===== src/rtl/lfsr_galois_chk_sat_cnt.sv =====
// sat_cnt: saturating up-counter with synchronous clear taking priority over increment
module sat_cnt #(
    parameter int W = 16
) (
    input  logic         clk_i,
    input  logic         rst_i,
    input  logic         inc_i,
    input  logic         clr_i,
    output logic [W-1:0] cnt_o
);
    logic [W-1:0] r_cnt;

    always_ff @(posedge clk_i or posedge rst_i)
        if (rst_i)
            r_cnt <= '0;
        else if (clr_i)
            r_cnt <= '0;
        else if (inc_i && r_cnt != '1)
            r_cnt <= r_cnt + 1'b1;

    assign cnt_o = r_cnt;
endmodule


===== config.mk =====
export PLATFORM = sky130hd
export DESIGN_NAME = sat_cnt
export DESIGN_NICKNAME = d
export VERILOG_FILES = /design/src/rtl/lfsr_galois_chk_sat_cnt.sv
export SDC_FILE = /design/constraint.sdc
export NUM_CORES = 1
export LEC_CHECK = 0
export ABC_AREA = 1
export CAP_MARGIN = 10
export CORE_ASPECT_RATIO = 0.9
export CORE_UTILIZATION = 45
export DETAILED_ROUTE_END_ITERATION = 16
export HOLD_SLACK_MARGIN = 0.02
export PLACE_DENSITY = 0.78
export SYNTH_ARGS = -nofsm -noshare
export SYNTH_HDL_FRONTEND = slang
export SYNTH_SLANG_ARGS = --single-unit

===== constraint.sdc =====
create_clock -name clk_i -period 1.9 [get_ports clk_i]
set_input_delay 0.19 -clock clk_i [delete_from_list [all_inputs] [get_ports clk_i]]
set_output_delay 0.19 -clock clk_i [all_outputs]
set_load 0.1 [all_outputs]

**Cells colored by class**

The bar under the picture is 20 microns long.
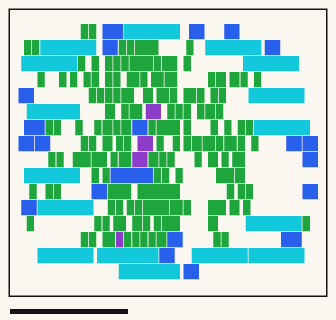
- purple: clock drivers and dummy loads (cells 4; share of their area 2.0%)
- blue: remaining buffers and delay cells (cells 21; share of their area 14%)
- cyan: registers (cells 16; share of their area 33%)
- green: remaining logic cells (cells 140; share of their area 51%)

**Sizing map**

The bar under the picture is 20 microns long.
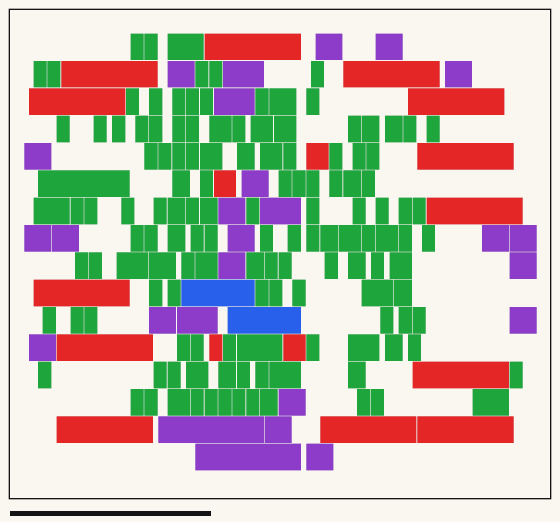
- green: x1 and smaller (cells 136; most used nand2_1)
- red: x2 (cells 17; most used dfrtp_2)
- blue: x6 and larger (cells 2)
- purple: x3 and x4 (cells 26; most used buf_4)

==> qor.csv <==
stage;metric;value;unit
detailed_routing;routed_via_density;5.25;
synth;ys_seq_share;37.0;%
timing;skew;4.23;ps
global_routing;grt_pass1_vias;986;
global_routing;busiest_layer;met1;
global_routing;grtUsageTotal;22.9;%
cts;path_clk_slew;100;ps
synth;synthFlopType;dfrtp_1;
timing;period_needed;1750;ps
setup_path;worstSetupEndpointType;register;
timing;maxSlewHeadroom;59.1;%
detailed_routing;highest_layer;met4;
timing;max_freq;572;MHz
detailed_routing;wl_met3;152;microns
flow_run;warnings;26;
synth;yosys_cells;159;
setup_path;crit_chain;ha_1, nand2_2, nor2_8, nand2_4, nor2_4, nor2_2, buf_4, nand4_1, nand2_1;
layout;largest_register_ff_count;16;
global_routing;gr-total-overflow;0;
setup_path;reg2reg_depth;9;
setup_path;r2r_slack;150;ps
setup_path;arrival;1970;ps
timing;rsz0062_at_grt;false;
layout;final_core_util;59.6;%
cts;holdBufCountCts;0;
detailed_routing;m1WireLength;1.22;mm
synth;area_leaders;dfrtp_1 37%, nand2_1 22%, nand4_1 6.4%, nand3_1 5.5%, inv_1 5.5%;
detailed_routing;routedWlPerCell;12.3;microns
floorplanning;die_y;48.6;microns
detailed_routing;wl_met2;1.15;mm
detailed_routing;drcViolationCount;0;
cts;cts_tree;built;
cts;cts_max_path_buffers;2;
timing;tightest_slew;613;ps
floorplanning;initial_core_util;48.8;%
setup_path;critPathLaunchType;register;
synth;ys_types;24;
cts;h-tree-depth;1;
timing;tns;0;ps
detailed_routing;ant_nets;0;
cts;clock-sinks;16;
timing;fin_crit_sh;92.1;%
setup_path;reg2reg_to;cnt_o[7]$_DFFE_PP0P_;
synth;mappedNetlistArea;0.00108;sq mm
power;ir_drop;0.328;mV
synth;yosys_warnings;0;
layout;fillCellCount;206;
synth;top_cell;nand2_1;
global_routing;gr-usage-met2;34.4;%
synth;ys_ff;16;
detailed_routing;dr.pass1.iters;5;
setup_path;worst-path-stages;9;
setup_path;crit_path_max_fanout;9;
layout;layout.nets;187;
floorplanning;num_rows;16;
layout;antenna_cells;0;
synth;synth.avg_cell_area;6.81;sq um
global_routing;met3_usage;2.83;%
layout;syn2layout_area_growth;22.3;%
layout;drive_gt1_share;24.9;%
global_routing;grt_start_max_net_pins;17;
global_routing;antenna_found_initial;0;
floorplanning;dieArea;0.00261;sq mm
synth;edf_count;0;
floorplanning;die_x;53.7;microns
detailed_routing;drt_wl_total;2.55;mm
synth;largest_area_cell;dfrtp_1;
synth;synthArstFlopShare;100;%
power;p_leak;0.000681;uW
detailed_routing;drt-initial-drc-count;48;
timing;slew_viol_final;0;
setup_path;slowest_stage;dfrtp_4;
setup_path;startpoint;cnt_o[0]$_DFFE_PP0P_;
timing;fin_ws;151;ps
timing;setup_viol_count_final;0;
setup_path;slowest_delay;510;ps
global_routing;use_met1;34.9;%
timing;hold_viol_final;0;
power;p_per_area;470;mW/mm^2
place;post-place-ws;166;ps
floorplanning;coreArea;0.00222;sq mm
setup_path;crit_required;2120;ps
outcome;run_status;completed;
place;gp_congestion;0.893;
min_path;hold_class;primary input to asynchronous set/reset pin;
setup_path;endpoint;cnt_o[7]$_DFFE_PP0P_;
synth;fp_nets;164;
synth;synth_chip_area;0.00108;sq mm
**Selected gate families**

The bar under the picture is 20 microns long.
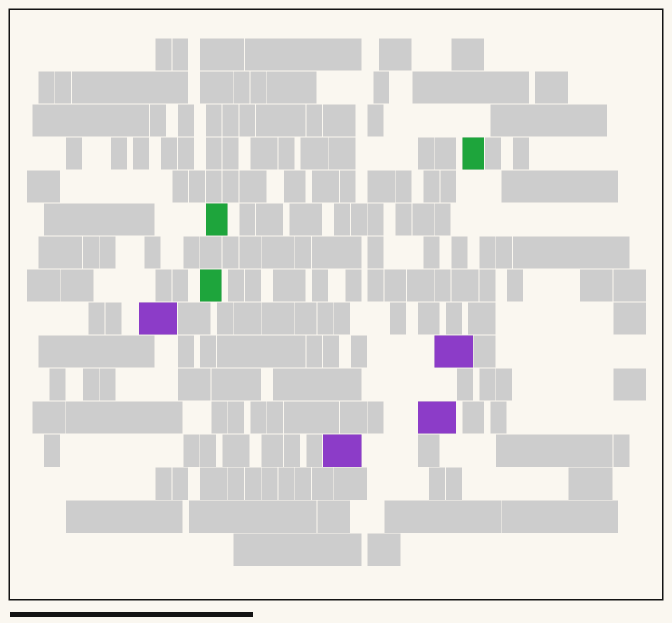
- green: aoi and oai cells (cells 3)
- purple: xor and xnor cells (cells 4)

-- layout by cell type, fill, tap and decap left out, types with 2 or more instances in the layout --
master / count
nor2_1: 16
nand3_1: 12
dfrtp_2: 13
dfrtp_4: 2
inv_1: 16
nand4_1: 11
nand3b_1: 2
xnor2_1: 2
nand2_1: 64
buf_4: 17
nor2_2: 2
clkbuf_4: 3
clkdlybuf4s50_1: 3
xor2_1: 2
nor2_4: 3
-- what timing repair did --
| item | 4_1_cts | 5_1_grt |
|---|---|---|
| setup buffers | 0 | 1 |
| endpoints found under the setup margin | 0 | 2 |
| resized | 0 | 0 |
-- metrics by stage --
stage | hold slack, ps | area (sq um) | std cells | total power [uW]
CTS | 299 | 1310 | 207 | 626
global placement | 523 | 1280 | 203 | 435
global route | 344 | 1330 | 208 | 655
finish | 273 | 1330 | 208 | 623
detailed placement | 528 | 1280 | 203 | 436
floorplan | 103 | 1110 | 159 | 415
-- layout make-up --
| class | instances | area (sq um) | share of cell area [%] |
|---|---|---|---|
| Sequential cell | 16 | 424 | 32.0 |
| Inverter | 18 | 67.6 | 5.10 |
| Tap cell | 27 | 33.8 | 2.55 |
| Clock buffer | 4 | 26.3 | 1.98 |
| Timing Repair Buffer | 21 | 178 | 13.4 |
| Multi-Input combinational cell | 122 | 596 | 44.9 |
-- cells by family (layout without fill, tap and decap cells) --
logic type / Yosys count / in the layout / share of synthesized area [%]
flops: 16 / 16 / 37.0
simple gates: 114 / 114 / 49.2
buf+inv: 21 / 43 / 8.08
compound gates: 3 / 3 / 1.38
xor+xnor: 4 / 4 / 3.23
fa+ha+maj: 1 / 1 / 1.15
-- power breakdown --
group	total, uW	switching, uW	leakage [uW]	internal (uW)
combinational	83.3	60.5	0.000469	22.8
clock	189	108	0.0000150	81.3
sequential	351	4.78	0.000197	346
No activity file was given, so power comes from the tool's default toggle rates.
